### Power grid

Scale bar: 20 um. Pins as bars on the die edge.
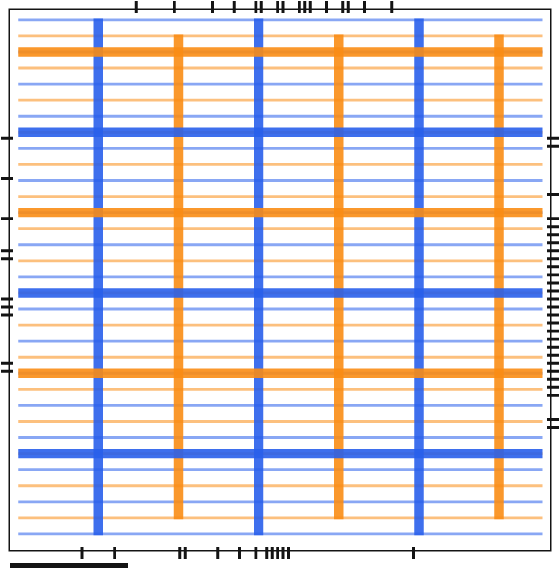
### Placed cells, one color a class

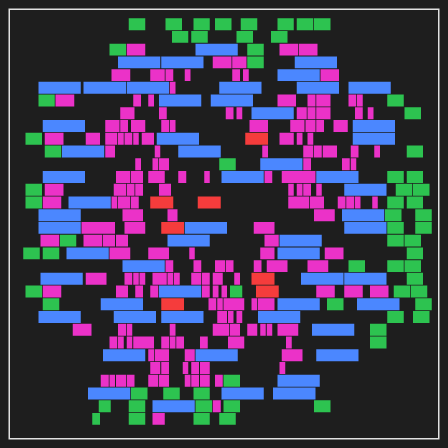
### Routed clock nets over the placement

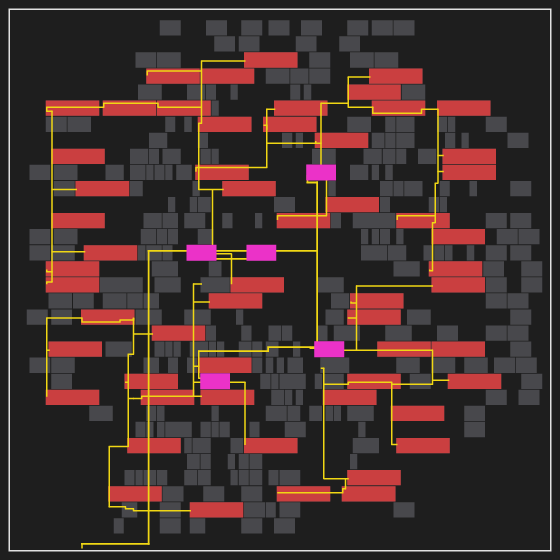
### Metal layers overlaid

Scale bar: 20 um.
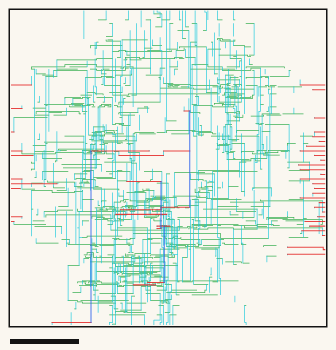
### Routing congestion

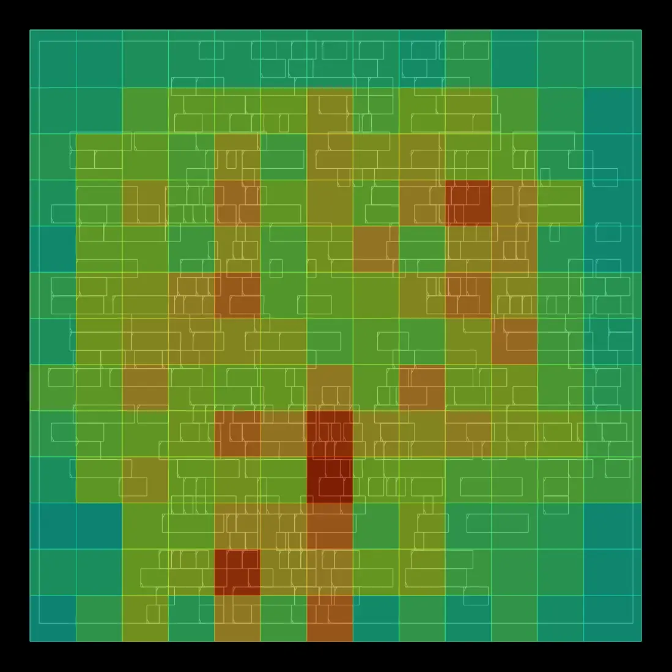
===== src/rtl/sprite_rom_scanner.sv =====
// sprite_rom_scanner: walks a 1-bit bitmap ROM row-major and emits one pixel write per entry.
// Optional SPRITE_TRANSPARENT_BG_EN: ROM zeros are skipped instead of being written as BG_COLOR.
module sprite_rom_scanner #(
  parameter int ADDR_WIDTH  = 7,
  parameter int SPRITE_W    = 16,
  parameter int SPRITE_H    = 8,
  parameter int COORD_WIDTH = 9,
  parameter int COLOR_WIDTH = 16,
  parameter logic [COLOR_WIDTH-1:0] FG_COLOR = 16'hFFFF,
  parameter logic [COLOR_WIDTH-1:0] BG_COLOR = 16'h0000
) (
  input  logic                   clk,
  input  logic                   rst_n,
  input  logic                   start,
  input  logic [COORD_WIDTH-1:0] org_x,
  input  logic [COORD_WIDTH-1:0] org_y,
  output logic [ADDR_WIDTH-1:0]  rom_addr,
  input  logic                   rom_data,
  output logic                   pix_valid,
  input  logic                   pix_ready,
  output logic [COORD_WIDTH-1:0] pix_x,
  output logic [COORD_WIDTH-1:0] pix_y,
  output logic [COLOR_WIDTH-1:0] pix_color,
  output logic                   busy,
  output logic                   done
);

  // state | meaning
  // IDLE  | waiting for start
  // FETCH | ROM data for rom_addr is sampled into the pixel registers
  // EMIT  | pixel offered to the LCD writer until pix_ready
  // DONE  | one-cycle done pulse, back to IDLE
  typedef enum logic [1:0] {IDLE, FETCH, EMIT, DONE} state_t;

  localparam int COL_W = (SPRITE_W > 1) ? $clog2(SPRITE_W) : 1;
  localparam int ROW_W = (SPRITE_H > 1) ? $clog2(SPRITE_H) : 1;
  localparam logic [COL_W-1:0] COL_LAST = COL_W'(SPRITE_W - 1);
  localparam logic [ROW_W-1:0] ROW_LAST = ROW_W'(SPRITE_H - 1);

  state_t state, state_nxt;
  logic [COL_W-1:0]       col, col_nxt, col_adv;
  logic [ROW_W-1:0]       row, row_nxt, row_adv;
  logic [COORD_WIDTH-1:0] org_x_q, org_y_q, org_x_nxt, org_y_nxt;
  logic [COORD_WIDTH-1:0] pix_x_nxt, pix_y_nxt;
  logic [COLOR_WIDTH-1:0] pix_color_nxt;
  logic [ADDR_WIDTH-1:0]  rom_addr_nxt, rom_addr_adv;
  logic                   last;

  assign last         = (col == COL_LAST) && (row == ROW_LAST);
  assign col_adv      = (col == COL_LAST) ? '0 : col + COL_W'(1);
  assign row_adv      = (col == COL_LAST) ? row + ROW_W'(1) : row;
  assign rom_addr_adv = rom_addr + ADDR_WIDTH'(1);

  always_comb begin
    state_nxt     = state;
    col_nxt       = col;
    row_nxt       = row;
    org_x_nxt     = org_x_q;
    org_y_nxt     = org_y_q;
    rom_addr_nxt  = rom_addr;
    pix_x_nxt     = pix_x;
    pix_y_nxt     = pix_y;
    pix_color_nxt = pix_color;
    case (state)
      IDLE: begin
        if (start) begin
          org_x_nxt    = org_x;
          org_y_nxt    = org_y;
          col_nxt      = '0;
          row_nxt      = '0;
          rom_addr_nxt = '0;
          state_nxt    = FETCH;
        end
      end
      FETCH: begin
`ifdef SPRITE_TRANSPARENT_BG_EN
        if (!rom_data) begin
          if (last) begin
            state_nxt = DONE;
          end else begin
            col_nxt      = col_adv;
            row_nxt      = row_adv;
            rom_addr_nxt = rom_addr_adv;
          end
        end else begin
          pix_x_nxt     = org_x_q + COORD_WIDTH'(col);
          pix_y_nxt     = org_y_q + COORD_WIDTH'(row);
          pix_color_nxt = rom_data ? FG_COLOR : BG_COLOR;
          state_nxt     = EMIT;
        end
`else
        // coordinate sums wrap modulo 2**COORD_WIDTH by design
        pix_x_nxt     = org_x_q + COORD_WIDTH'(col);
        pix_y_nxt     = org_y_q + COORD_WIDTH'(row);
        pix_color_nxt = rom_data ? FG_COLOR : BG_COLOR;
        state_nxt     = EMIT;
`endif
      end
      EMIT: begin
        if (pix_ready) begin
          if (last) begin
            state_nxt = DONE;
          end else begin
            col_nxt      = col_adv;
            row_nxt      = row_adv;
            rom_addr_nxt = rom_addr_adv;
            state_nxt    = FETCH;
          end
        end
      end
      DONE: state_nxt = IDLE;
      default: state_nxt = IDLE;
    endcase
  end

  always_ff @(posedge clk or negedge rst_n) begin
    if (!rst_n) begin
      state     <= IDLE;
      col       <= '0;
      row       <= '0;
      org_x_q   <= '0;
      org_y_q   <= '0;
      rom_addr  <= '0;
      pix_x     <= '0;
      pix_y     <= '0;
      pix_color <= '0;
      pix_valid <= 1'b0;
      busy      <= 1'b0;
      done      <= 1'b0;
    end else begin
      state     <= state_nxt;
      col       <= col_nxt;
      row       <= row_nxt;
      org_x_q   <= org_x_nxt;
      org_y_q   <= org_y_nxt;
      rom_addr  <= rom_addr_nxt;
      pix_x     <= pix_x_nxt;
      pix_y     <= pix_y_nxt;
      pix_color <= pix_color_nxt;
      pix_valid <= (state_nxt == EMIT);
      busy      <= (state_nxt == FETCH) || (state_nxt == EMIT);
      done      <= (state_nxt == DONE);
    end
  end

endmodule

===== config.mk =====
export PLATFORM = sky130hd
export DESIGN_NAME = sprite_rom_scanner
export DESIGN_NICKNAME = d
export VERILOG_FILES = /design/src/rtl/sprite_rom_scanner.sv
export SDC_FILE = /design/constraint.sdc
export NUM_CORES = 1
export LEC_CHECK = 0
export CORE_UTILIZATION = 35
export DETAILED_ROUTE_END_ITERATION = 6
export PLACE_DENSITY = 0.65
export SLEW_MARGIN = 30
export SYNTH_ARGS = -nofsm -noshare
export SYNTH_HDL_FRONTEND = slang
export SYNTH_SLANG_ARGS = --single-unit

===== constraint.sdc =====
create_clock -name clk -period 5.29 [get_ports clk]
set_input_delay 1.587 -clock clk [delete_from_list [all_inputs] [get_ports clk]]
set_output_delay 1.587 -clock clk [all_outputs]
set_load 0.03 [all_outputs]

==> summary.log <==
qor: power.power.leakage 1.53 nW
qor: cells_and_area.area_growth 26.9%
qor: setup_path.start_kind flip-flop
qor: timing.fin_setup_tns 0 ps
qor: setup_path.timing.critical_path.fanout_max 17
qor: detailed_routing.drt_pre_antenna_iters 5
qor: clocking.clockBufferDepth 2
qor: power.power_switching_share 0.422
qor: detailed_routing.postRouteAntennaNets 0
qor: yosys.seq_area_frac_synth 0.501
qor: yosys.mux_area_share 0.0840
qor: cells_and_area.finalNetCount 353
qor: yosys.number_of_flops_mapped_to_enable_cells_by_yosys 0
qor: power.sequential_cell_fraction_of_total_power 0.364
qor: hold_path.hold_path_end pix_y[7]$_DFFE_PN0N_
qor: yosys.synthAdderAreaFrac 0.0724
qor: timing.timing_worst_slew_pin_value 703 ps
qor: timing.finalMaxSlewViolations 0
qor: power.share_comb_of_total_power 0.515
qor: setup_path.timing.critical_path.cells clkdlybuf4s50_1
qor: yosys.mappedNetlistNets 300
qor: setup_path.reg2reg_slack 3350 ps
qor: clocking.cts.sinks 56
qor: status.status completed
qor: power.report.power.total 0.00205 W
qor: yosys.ys_area 2800 sq um
qor: yosys.postSynthCellCount 262
qor: timing.timing.final.crit_period 3240 ps
qor: timing.timing_hold_violations_final 0
qor: yosys.xor_xnor_share_of_the_synthesized_area 0.0344
qor: run.openroad.warnings 27
qor: power.p_sw 0.000863 W
qor: hold_path.hold_start pix_y[7]$_DFFE_PN0N_
qor: floorplan.die_w 91.4 um
qor: setup_path.worst_path_largest_cell_delay 760 ps
qor: run.cap_viol_max_count 0
qor: floorplan.chip_area 8360 sq um
About 'Power grid':
color	net
blue	VSS
orange	VDD
met5 straps	6
signal pins	67
met1 rails	33
rows	32
met4 straps	6
worst supply voltage drop on vdd: 250 uV
Die Y: 91.4 um
area of the core region: 7730 sq um

About 'Placed cells, one color a class':
color	class	cells
blue	flip-flops	56
green	other buffers and delay cells	68
magenta	all other logic	184
red	clock drivers and dummy loads	7
flip-flop and latch share of the layout cell area: 0.395
Layout Cell Area excl Fill: 3550 sq um
Row Count: 32
core occupancy in the finished layout: 0.460

About 'Routed clock nets over the placement':
[yellow] clock wires | length: 684 um
[red] flip-flops | count: 56
[magenta] cells driving clock nets | count: 5
routed clock nets	6
flops lie	widely spread
power share of the clock group: 0.121
power of the clock network: 0.000247 W
Setup Skew: 7.14 ps
clock insertion delay at the later pin of the skew report: 300 ps

About 'Metal layers overlaid':
color	layer	wire length
green	met1	2480 um
cyan	met2	2600 um
blue	met4	107 um
red	met3	276 um

About 'Routing congestion':
Routed wire per std cell: 13.1 um
global-route usage over all layers: 0.140
met2 track demand over resource in global routing: 0.227
fraction of met1 tracks used by global routing: 0.182

-- state kept, by name, summed over array words and instances (netlist names) --
name,count
pix_y,9
state,2
done,1
busy,1
row,3
org_y_q,9
col,4
pix_x,9
rom_addr,7
pix_valid,1
pix_color,1
org_x_q,9
-- Yosys cell counts, types with 3 or more instances --
cell	n	area share
a21oi_1	9	0.016
nand4_1	4	0.0089
a211oi_1	4	0.011
nor3_1	3	0.0054
nand3_1	6	0.011
and3_1	4	0.0089
mux2_2	20	0.080
dfrtp_1	56	0.50
ha_1	13	0.058
buf_4	15	0.040
o21ai_1	7	0.013
xor2_1	4	0.013
xnor2_1	7	0.022
nor2_1	10	0.013
clkbuf_1	3	0.0040
o21ai_0	22	0.039
inv_1	8	0.011
nand2b_1	3	0.0067
nand2_1	33	0.044
-- placed cells by master, fill, tap and decap left out, types with 2 or more instances in the layout --
cell	n
nand2_1	32
xor2_1	4
o31ai_1	2
nor2_1	10
and3_1	4
inv_1	8
clkbuf_8	7
ha_1	13
a22o_1	2
nor3_1	3
nor2b_1	2
nand3_1	6
dfrtp_1	56
buf_4	2
nand4_1	4
xnor2_1	7
and2_1	2
a211oi_1	4
nand2b_1	3
a21o_1	2
o21ai_1	7
clkdlybuf4s50_1	65
o21ai_0	22
fa_1	2
a21oi_1	9
mux2_2	20
-- final cells by class --
class,instances,area [sq um]
repair buffers,68,671
inverters,8,30.0
clock buffers,7,96.3
flip-flops and latches,56,1400
fillers,728,4180
well taps,102,128
multi-input cells,176,1220
-- worst max path at each step --
stage / end / slack, ps
after floorplan: pix_color[10] / 2730
after global placement: col[3]$_DFFE_PN0P_ / 2070
after CTS: pix_color[0] / 2020
after detailed placement: col[3]$_DFFE_PN0P_ / 2030
final: pix_color[0] / 2050
after global routing: pix_color[0] / 1940
-- through the flow --
| step | worst slack (ps) | hold slack (ps) | std cells |
|---|---|---|---|
| after global placement | 2070 | 463 | 410 |
| after detailed placement | 2030 | 470 | 410 |
| after CTS | 2020 | 493 | 417 |
| after floorplan | 2730 | 485 | 262 |
| after global routing | 1940 | 508 | 417 |
| final | 2050 | 482 | 417 |
-- metal layers --
metal  part of all wire  up-vias  routed length, um
met5                  0        -                  0
met4              0.020        0                107
met3              0.051        9                276
met2               0.48       56               2600
met1               0.45      977               2480
li1                   -     1006                  -
-- power by group through the flow --
stage               Combinational [W]  Clock (W)  Sequential (W)
finish                        0.00105   0.000247        0.000745
floorplan                    0.000586          0        0.000903
global route                  0.00114   0.000275        0.000774
detailed placement            0.00106          0        0.000757
global placement              0.00105          0        0.000751
CTS                           0.00107   0.000262        0.000749
-- cells by family after synthesis --
logic type	after synthesis
buffers and inverters	30
XOR/XNOR	11
AND-OR/OR-AND	59
multiplexers	21
flip-flops	56
AND/OR/NAND/NOR	70
adder cells (fa/ha/maj)	15
Power is estimated from default activity; no workload was simulated.
